[src/rtl/pri_pkg.sv]
// Shared definitions for the priority encoder / grant decoder pair.
package pri_pkg;

   // Default code width, shared with priority_enc.
   localparam int unsigned W_DEF = 2;

   // Grant decoder FSM states.
   typedef enum logic [1:0] {
      S_IDLE,
      S_GRANT,
      S_REL
   } pri_dec_state_t;

endpackage

[src/rtl/pri_pend_buf.sv]
// One-entry pending code buffer with a sticky overflow flag.
module pri_pend_buf #(
   parameter int unsigned W = 2
) (
   input  logic         clk,
   input  logic         rst_n,
   input  logic         push,
   input  logic [W-1:0] push_code,
   input  logic         pop,
   output logic         pend_v,
   output logic [W-1:0] pend_code,
   output logic         ovf
);

   // A push in the same cycle as a pop refills the slot; a push into a full slot is dropped.
   always_ff @(posedge clk or negedge rst_n) begin
      if (!rst_n) begin
         pend_v    <= 1'b0;
         pend_code <= '0;
         ovf       <= 1'b0;
      end else begin
         if (push && pend_v && !pop) begin
            ovf <= 1'b1;
         end
         if (push && (!pend_v || pop)) begin
            pend_v    <= 1'b1;
            pend_code <= push_code;
         end else if (pop) begin
            pend_v <= 1'b0;
         end
      end
   end

endmodule

[src/rtl/priority_dec_grant.sv]
// Registered W:2^W decoder with grant/ack handshake, hold timeout and a pending slot.
module priority_dec_grant
   import pri_pkg::*;
#(
   parameter int unsigned W        = W_DEF,
   parameter int unsigned HOLD_MAX = 8
) (
   input  logic                 clk,
   input  logic                 rst_n,
   input  logic                 p,
   input  logic [W-1:0]         code,
   input  logic                 ack,
   output logic [(1 << W)-1:0]  grant,
   output logic                 gvalid,
   output logic                 busy,
   output logic                 timeout,
   output logic                 ovf
);

   localparam int unsigned N        = 1 << W;
   localparam int unsigned CW       = $clog2(HOLD_MAX + 1);
   localparam logic [CW-1:0] HOLD_LIM = CW'(HOLD_MAX);

   pri_dec_state_t state;
   logic [CW-1:0]  hold_cnt;
   logic           pend_v;
   logic [W-1:0]   pend_code;
   logic           push;
   logic           pop;

   function automatic logic [N-1:0] dec(input logic [W-1:0] c);
      dec = N'(1) << c;
   endfunction

   // p is buffered unless IDLE with an empty slot takes it straight into a grant.
   // The slot is drained whenever the FSM is free to start a grant (IDLE or REL).
   always_comb begin
      push = p && !((state == S_IDLE) && !pend_v);
      pop  = pend_v && (state != S_GRANT);
   end

   pri_pend_buf #(
      .W (W)
   ) u_pend (
      .clk       (clk),
      .rst_n     (rst_n),
      .push      (push),
      .push_code (code),
      .pop       (pop),
      .pend_v    (pend_v),
      .pend_code (pend_code),
      .ovf       (ovf)
   );

   // FSM, one-hot decode and hold counter; grant and timeout are registered.
   // REL always spends one cycle with grant low; a waiting pending code is granted
   // directly from REL so it lands two cycles after the releasing ack.
   always_ff @(posedge clk or negedge rst_n) begin
      if (!rst_n) begin
         state    <= S_IDLE;
         grant    <= '0;
         hold_cnt <= '0;
         timeout  <= 1'b0;
      end else begin
         timeout <= 1'b0;
         case (state)
            S_IDLE: begin
               if (pend_v) begin
                  grant    <= dec(pend_code);
                  hold_cnt <= CW'(1);
                  state    <= S_GRANT;
               end else if (p) begin
                  grant    <= dec(code);
                  hold_cnt <= CW'(1);
                  state    <= S_GRANT;
               end
            end
            S_GRANT: begin
               if (ack) begin
                  grant    <= '0;
                  hold_cnt <= '0;
                  state    <= S_REL;
               end else if (hold_cnt == HOLD_LIM) begin
                  grant    <= '0;
                  hold_cnt <= '0;
                  timeout  <= 1'b1;
                  state    <= S_REL;
               end else begin
                  hold_cnt <= hold_cnt + CW'(1);
               end
            end
            S_REL: begin
               if (pend_v) begin
                  grant    <= dec(pend_code);
                  hold_cnt <= CW'(1);
                  state    <= S_GRANT;
               end else begin
                  state <= S_IDLE;
               end
            end
            default: begin
               grant    <= '0;
               hold_cnt <= '0;
               state    <= S_IDLE;
            end
         endcase
      end
   end

   // Status outputs derived from registered state.
   always_comb begin
      gvalid = |grant;
      busy   = (state != S_IDLE) || pend_v;
   end

endmodule
[config.mk]
export PLATFORM = sky130hd
export DESIGN_NAME = priority_dec_grant
export DESIGN_NICKNAME = d
export VERILOG_FILES = /design/src/rtl/pri_pkg.sv /design/src/rtl/pri_pend_buf.sv /design/src/rtl/priority_dec_grant.sv
export SDC_FILE = /design/constraint.sdc
export NUM_CORES = 1
export LEC_CHECK = 0
export CAP_MARGIN = 5
export CORE_MARGIN = 1
export CORE_UTILIZATION = 53
export DETAILED_ROUTE_END_ITERATION = 10
export GPL_ROUTABILITY_DRIVEN = 0
export PLACE_DENSITY = 0.85
export SYNTH_ARGS = -nofsm -noshare
export SYNTH_HDL_FRONTEND = slang
export SYNTH_SLANG_ARGS = --single-unit
[constraint.sdc]
create_clock -name clk -period 2.9 [get_ports clk]
set_clock_uncertainty 0.1 [all_clocks]
set_input_delay 0.435 -clock clk [delete_from_list [all_inputs] [get_ports clk]]
set_output_delay 0.435 -clock clk [all_outputs]
set_load 0.02 [all_outputs]
==> images/cell_classes.png <==
Scale bar: 10 um.
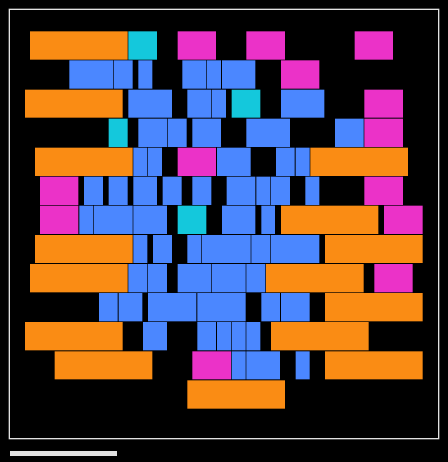
- blue: all other logic (cells 59)
- magenta: other buffers and delay cells (cells 13)
- cyan: clock drivers and dummy loads (cells 4)
- orange: flip-flops (cells 15)
num rows: 13
Seq area share: 40.32%

==> images/registers.png <==
Other sequential cells in the stronger gray, the rest of the logic in the fainter gray.
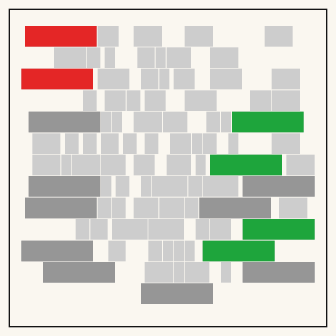
- red: u_pend.pend_code (sequential cells 2)
- green: grant (sequential cells 4)
Seq. cell area: 375.4 um2
final core utilization: 70.66%

==> images/pdn.png <==
Pins as bars on the die edge. Tap cells in gray.
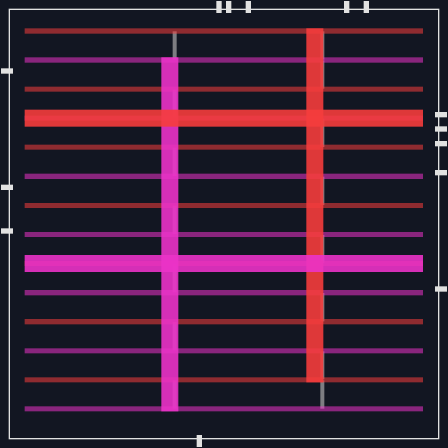
- magenta: VSS
- red: VDD
- signal pins: 14
- met4 straps: 2
- met5 straps: 2
die height: 40.04 um
chip width: 40.04 um

==> images/final_congestion.png <==
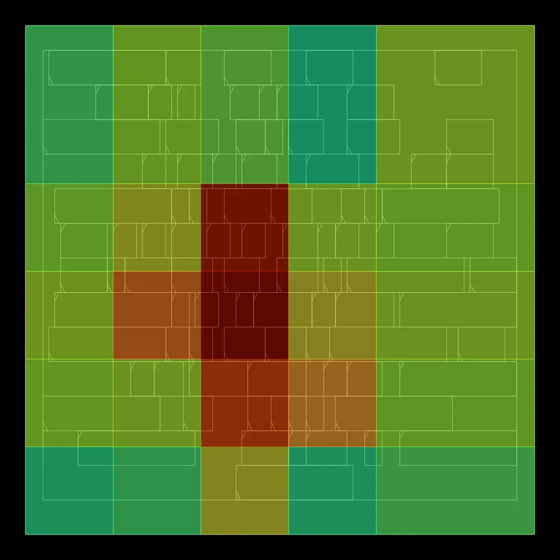
routing usage on met2: 43.95%
M1 GR Usage: 31.60%
Overall Global Routing Usage: 26.17%

==> flow_summary.json <==
{
  "yosys_warnings": 0,
  "p_leak_uw": 0.0004008,
  "status": "finished, final reports clean",
  "rr_startpoint": "hold_cnt[0]$_DFFE_PN0P_",
  "ios": 14,
  "dp_hpwl_um": 1167,
  "cts_setup_buffers": 0,
  "cts_resized": 0,
  "antenna_found_initial": 0,
  "reg2reg_to": "grant[2]$_DFFE_PN0P_",
  "fp-utilization_pct": 58.21,
  "whs_ns": 0.3893,
  "cts.sinks": 15,
  "slowest_stage": "clkdlybuf4s50_1",
  "p_clk_share_pct": 13.7,
  "flop-count": 15,
  "port_buffers": 13,
  "top_cell": "dfrtp_1",
  "diodes": 0,
  "syn-cell-area_um2": 767.0,
  "nNetsFinal": 100
}
